## src/rtl/i2s_audio_ctrl.sv

```systemverilog
// I2S bus master for the SGTL5000 codec: derives BCLK/LRCLK from the system clock,
// shifts one stereo pair out and one stereo pair in per 64-slot Philips I2S frame.
module i2s_audio_ctrl #(
   parameter int BCLK_HALF = 8,
   parameter int SAMPLE_W  = 16
) (
   input  logic                Clk,
   input  logic                Reset_n,
   input  logic                enable,
   input  logic [SAMPLE_W-1:0] tx_left,
   input  logic [SAMPLE_W-1:0] tx_right,
   input  logic                tx_valid,
   output logic                tx_ready,
   output logic [SAMPLE_W-1:0] rx_left,
   output logic [SAMPLE_W-1:0] rx_right,
   output logic                rx_valid,
   output logic                underrun,
   input  logic                clr_underrun,
   output logic                i2s_bclk,
   output logic                i2s_lrclk,
   output logic                i2s_dout,
   input  logic                i2s_din
);

   localparam int DIV_W = (BCLK_HALF > 1) ? $clog2(BCLK_HALF) : 1;
   localparam int IDX_W = (SAMPLE_W > 1) ? $clog2(SAMPLE_W) : 1;
   localparam logic [DIV_W-1:0] DIV_LAST    = DIV_W'(BCLK_HALF - 1);
   localparam logic [5:0]       LEFT_LAST   = 6'(SAMPLE_W);
   localparam logic [5:0]       RIGHT_FIRST = 6'd33;
   localparam logic [5:0]       RIGHT_LAST  = 6'(32 + SAMPLE_W);

   typedef enum logic {IDLE, RUN} state_t;

   state_t              state, state_nxt;
   logic [DIV_W-1:0]    div_cnt;
   logic [5:0]          bit_cnt, bit_nxt;
   logic [SAMPLE_W-1:0] pending_left, pending_right;
   logic                pending_full;
   logic [SAMPLE_W-1:0] frame_left, frame_right;
   logic [SAMPLE_W-1:0] shift_left, shift_right;
   logic                running, div_wrap, rise_evt, fall_evt, load_evt;
   logic                slot_bit, in_left, in_right;
   logic [IDX_W-1:0]    left_idx, right_idx;

   always_ff @(posedge Clk or negedge Reset_n) begin
      if (!Reset_n) state <= IDLE;
      else          state <= state_nxt;
   end

   always_comb begin
      state_nxt = state;
      case (state)
         IDLE:    if (enable)  state_nxt = RUN;
         RUN:     if (!enable) state_nxt = IDLE;
         default: state_nxt = IDLE;
      endcase
   end

   assign running   = (state == RUN) && enable;
   assign div_wrap  = running && (div_cnt == DIV_LAST);
   assign rise_evt  = div_wrap && !i2s_bclk;
   assign fall_evt  = div_wrap && i2s_bclk;
   assign bit_nxt   = bit_cnt + 6'd1;
   assign load_evt  = fall_evt && (bit_nxt == 6'd0);
   assign left_idx  = IDX_W'(LEFT_LAST - bit_nxt);
   assign right_idx = IDX_W'(RIGHT_LAST - bit_nxt);
   assign in_left   = (bit_cnt >= 6'd1) && (bit_cnt <= LEFT_LAST);
   assign in_right  = (bit_cnt >= RIGHT_FIRST) && (bit_cnt <= RIGHT_LAST);
   assign tx_ready  = ~pending_full;

   // Data bit for the slot that begins at this falling edge, MSB first after the LRCLK change
   always_comb begin
      slot_bit = 1'b0;
      if ((bit_nxt >= 6'd1) && (bit_nxt <= LEFT_LAST))
         slot_bit = frame_left[left_idx];
      else if ((bit_nxt >= RIGHT_FIRST) && (bit_nxt <= RIGHT_LAST))
         slot_bit = frame_right[right_idx];
   end

   always_ff @(posedge Clk or negedge Reset_n) begin
      if (!Reset_n) begin
         div_cnt       <= '0;
         bit_cnt       <= 6'd63;
         i2s_bclk      <= 1'b0;
         i2s_lrclk     <= 1'b0;
         i2s_dout      <= 1'b0;
         frame_left    <= '0;
         frame_right   <= '0;
         shift_left    <= '0;
         shift_right   <= '0;
         pending_left  <= '0;
         pending_right <= '0;
         pending_full  <= 1'b0;
         underrun      <= 1'b0;
         rx_left       <= '0;
         rx_right      <= '0;
         rx_valid      <= 1'b0;
      end else begin
         rx_valid <= 1'b0;
         if (running) begin
            div_cnt <= div_wrap ? '0 : div_cnt + DIV_W'(1);
            if (div_wrap) i2s_bclk <= ~i2s_bclk;
            if (fall_evt) begin
               bit_cnt   <= bit_nxt;
               i2s_lrclk <= bit_nxt[5];
               i2s_dout  <= slot_bit;
            end
            if (load_evt) begin
               frame_left  <= pending_full ? pending_left  : '0;
               frame_right <= pending_full ? pending_right : '0;
            end
            if (rise_evt) begin
               if (in_left)  shift_left  <= {shift_left[SAMPLE_W-2:0], i2s_din};
               if (in_right) shift_right <= {shift_right[SAMPLE_W-2:0], i2s_din};
               if (bit_cnt == RIGHT_LAST) begin
                  rx_left  <= shift_left;
                  rx_right <= {shift_right[SAMPLE_W-2:0], i2s_din};
                  rx_valid <= 1'b1;
               end
            end
         end else begin
            // Leaving or idling outside RUN: restart the frame cleanly, drop partial rx data
            div_cnt     <= '0;
            bit_cnt     <= 6'd63;
            i2s_bclk    <= 1'b0;
            i2s_lrclk   <= 1'b0;
            i2s_dout    <= 1'b0;
            shift_left  <= '0;
            shift_right <= '0;
         end

         if (tx_valid && !pending_full) begin
            pending_left  <= tx_left;
            pending_right <= tx_right;
            pending_full  <= 1'b1;
         end else if (load_evt) begin
            pending_full <= 1'b0;
         end

         if (load_evt && !pending_full) underrun <= 1'b1;
         else if (clr_underrun)         underrun <= 1'b0;
      end
   end

endmodule

```

## config.mk

```make
export PLATFORM = sky130hd
export DESIGN_NAME = i2s_audio_ctrl
export DESIGN_NICKNAME = d
export VERILOG_FILES = /design/src/rtl/i2s_audio_ctrl.sv
export SDC_FILE = /design/constraint.sdc
export NUM_CORES = 1
export LEC_CHECK = 0
export CORE_MARGIN = 3
export CORE_UTILIZATION = 50
export CTS_CLUSTER_DIAMETER = 100
export DETAILED_ROUTE_END_ITERATION = 8
export PLACE_DENSITY = 0.7
export SYNTH_ARGS = -nofsm -noshare
export SYNTH_HDL_FRONTEND = slang
export SYNTH_SLANG_ARGS = --single-unit
```

## constraint.sdc

```tcl
create_clock -name Clk -period 4.5 [get_ports Clk]
set_input_delay 0.9 -clock Clk [delete_from_list [all_inputs] [get_ports Clk]]
set_output_delay 0.9 -clock Clk [all_outputs]
set_load 0.03 [all_outputs]
```

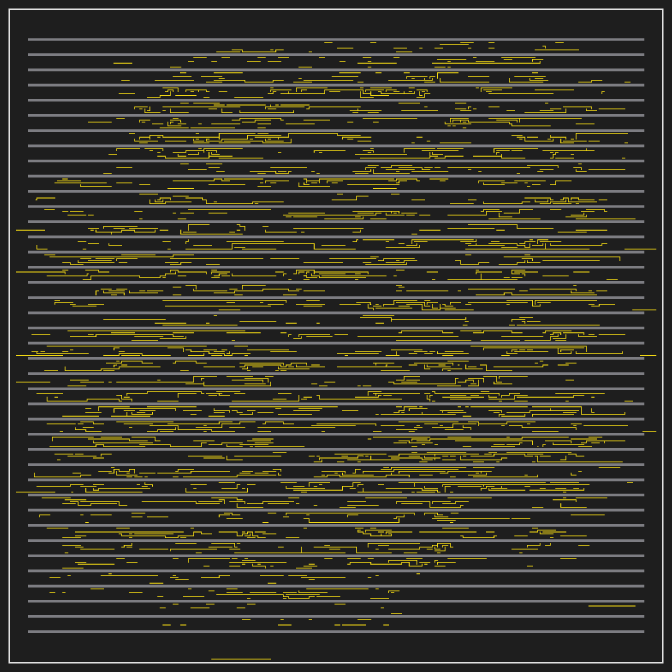
*The metal 1 layer*
Supply wires on this layer in gray.
longest straight run	31.7 um
main direction	horizontal
met1 Use GR: 0.256
post-detailed-routing wire length: 11700 um
overall via count from detail_route: 4121

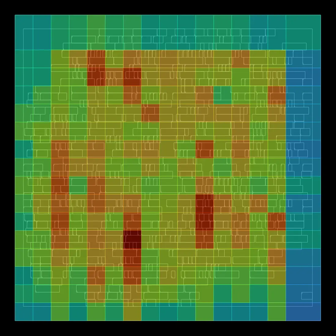
*Routing congestion*
Most Used Layer, Global Route: met2
met2 global-route usage: 0.290
post-DR wirelength/cell: 14.8 um

==> notes.md <==
Entry: Yosys synthesis followed by OpenROAD place and route.

Run status:
- The run finished with clean final reports.

Global routing:
- The first global-routing pass estimated 19900 um of wire.
- The run gives the global router's overall resource usage as 0.189.
- Entering global routing, the biggest net connects 111 pins.
- The run gives the number of antenna violations at the first check in global routing as 0.

Hold path:
- The startpoint identified for the worst hold timing path is div_cnt[0].
- STA reports the tightest min-delay check as being of type flop to flop.
- The endpoint of the worst hold path is reported as div_cnt[0].

CTS:
- The run gives the CTS tree as done.
- The run gives the maximum buffer depth of the clock tree as 2.
- The run puts the number of setup buffers added after CTS at 0.
- The run gives the clock transition at the register clock pins on the worst setup and hold paths after CTS as 0.06 ns.
- The run gives the total clock buffers created by CTS as 17.

Synth:
- The run puts the total nets after synthesis at 612.
- The run gives the synthesized-area fraction occupied by adder cells as 0.0143.
- The run puts the number of cells in Yosys stat at 567.
- For reference, the mux area share after synthesis is 0.147.
- The run gives the post-synthesis sequential area ratio as 0.584.
- For reference, the top logic cell family by area is simple AND/OR/NAND/NOR gates.
- The synthesis report lists the most area-consuming cells as sky130_fd_sc_hd__dfrtp_1, sky130_fd_sc_hd__nand2_1, sky130_fd_sc_hd__mux2_2, sky130_fd_sc_hd__mux2i_1, sky130_fd_sc_hd__mux4_2.
- A synthesized cell averages 10.8 um^2.
- The run gives the area share of and-or/or-and cells after synthesis as 0.0599.
- The run puts the total number of yosys warnings at 0.
- Synthesis inferred 143 register bits.
- The run puts the yosys-reported design area after synthesis at 6140 um^2.
- The run puts the post-synthesis simple-gate area fraction at 0.152.
- Synthesis produced a netlist whose cell count is 567.
- The run gives the library cell with the highest instance count after synthesis as sky130_fd_sc_hd__nand2_1.

Die:
- The run gives the chip footprint as 13600 um^2.

Final timing:
- The run gives the final critical-path setup slack as 1.00 ns.
- The run gives the clock period minus final worst setup slack as 3.50 ns.
- The run gives the worst slew margin relative to its limit as 0.160.
- The run gives the slew at the pin with the worst max-slew slack as 1.26 ns.
- Setup repair after global routing left no endpoint under its margin.
- The run puts the final-report setup violation count at 0.

Pwr:
- The run puts the share of power burned in registers at 0.473.
- Per the OpenROAD power report, leakage power amounts to 3.57 nW.
- The run gives the combinational gate power as 0.239 mW.
- Summed over the clock group, the power is 1.39 mW.
- The run puts the internal portion of total power at 2.36 mW.
- For this design the total switching power over the nets is 0.721 mW.
- The run puts the share of total power consumed by net switching at 0.234.
- The run gives the combinational cell fraction of total power as 0.078.
- The run gives the share of total power in the clock network as 0.450.
- The run puts the post-layout total power at 3.08 mW.

Placement:
- The run gives the count of buffers inserted at the top-level ports as 75.
- The run puts the detailed-placement wirelength estimate at 7380 um.

Setup path:
- The critical path endpoint has a required time of 4.83 ns.
- For the worst reg-to-reg path, the endpoint reported by OpenROAD is i2s_dout.
- Broken down by cell family, the worst path's largest delay share belongs to AND-OR/OR-AND gates.
- The worst register-to-register path depth is 9.
- Per STA, the highest per-stage delay on the worst path measures 0.86 ns.
- The run gives the internal reg-to-reg setup slack as 1.0 ns.
- The run gives the start-to-end type of the worst setup path as flop to flop.

Finish:
- Per the cell usage report, the commonest logic cells after layout are sky130_fd_sc_hd__nand2_1, sky130_fd_sc_hd__dfrtp_1, sky130_fd_sc_hd__clkdlybuf4s50_1.
- From synthesis to final layout, the design area changed by 23.0%.
- The final layout contains 675 nets.
- The run gives the antenna diode count as 0.

Run:
- The run puts the max-cap check violation count at 0.

Detailed routing:
- The run puts the post-route DRC violation count at 0.
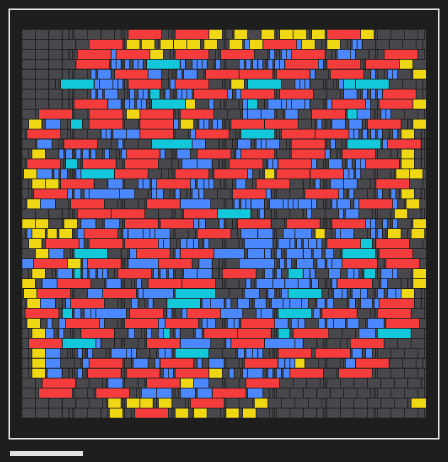
*Cells colored by class*
Scale bar: 20 um. Fill, decap, tap and diode cells in gray.
color	class	cells	share of their area
yellow	other buffers and delay cells	80	11%
red	flip-flops	143	49%
cyan	clock drivers and dummy loads	32	8.0%
blue	all other logic	388	33%
summed area of non-filler cells in the final layout: 7550 um^2
post-route core utilization: 0.645
proportion of cell area occupied by registers: 0.475
standard cell core area: 11700 um^2
row count: 39

[registers in the layout, summed over array words and instances, names as in the netlist]
| signal | count |
|---|---|
| shift_right | 15 |
| i2s_dout | 1 |
| rx_right | 16 |
| frame_left | 16 |
| frame_right | 16 |
| i2s_bclk | 1 |
| rx_left | 16 |
| bit_cnt | 6 |
| shift_left | 16 |
| state | 1 |
| pending_left | 16 |
| div_cnt | 3 |
| rx_valid | 1 |
| pending_right | 16 |
| pending_full | 1 |
| i2s_lrclk | 1 |
| underrun | 1 |
[worst max path at each step]
| stage | start | to | depth (start not counted) |
|---|---|---|---|
| floorplan | bit_cnt[1] | i2s_dout | 9 |
| global placement | bit_cnt[0] | i2s_dout | 9 |
| detailed placement | bit_cnt[0] | i2s_dout | 9 |
| CTS | bit_cnt[0] | i2s_dout | 9 |
| global route | bit_cnt[0] | i2s_dout | 9 |
| finish | bit_cnt[0] | i2s_dout | 9 |
[cell type report]
cell class | count | area (um^2)
Multi-Input combinational cell | 379 | 2370
Inverter | 9 | 33.8
Clock buffer | 17 | 425
Sequential cell | 143 | 3590
Timing Repair Buffer | 80 | 790
Tap cell | 143 | 179
Clock inverter | 15 | 164
Fill cell | 958 | 4160
[layer usage]
metal  vias up  GRT usage  routed length [um]
met4         0     0.0795                 206
met3        17     0.0509                 570
met5         -          0                   0
met2        86      0.290                5490
li1       2011          -                   -
met1      2007      0.256                5390
[stage by stage]
stage / cells / hold slack (ns)
final: 786 / 0.452
after detailed placement: 754 / 0.445
after CTS: 786 / 0.453
after global placement: 754 / 0.429
after global routing: 786 / 0.487
after floorplan: 567 / 0.419
Power figures rest on the tool's default switching activity, not on a simulated workload.
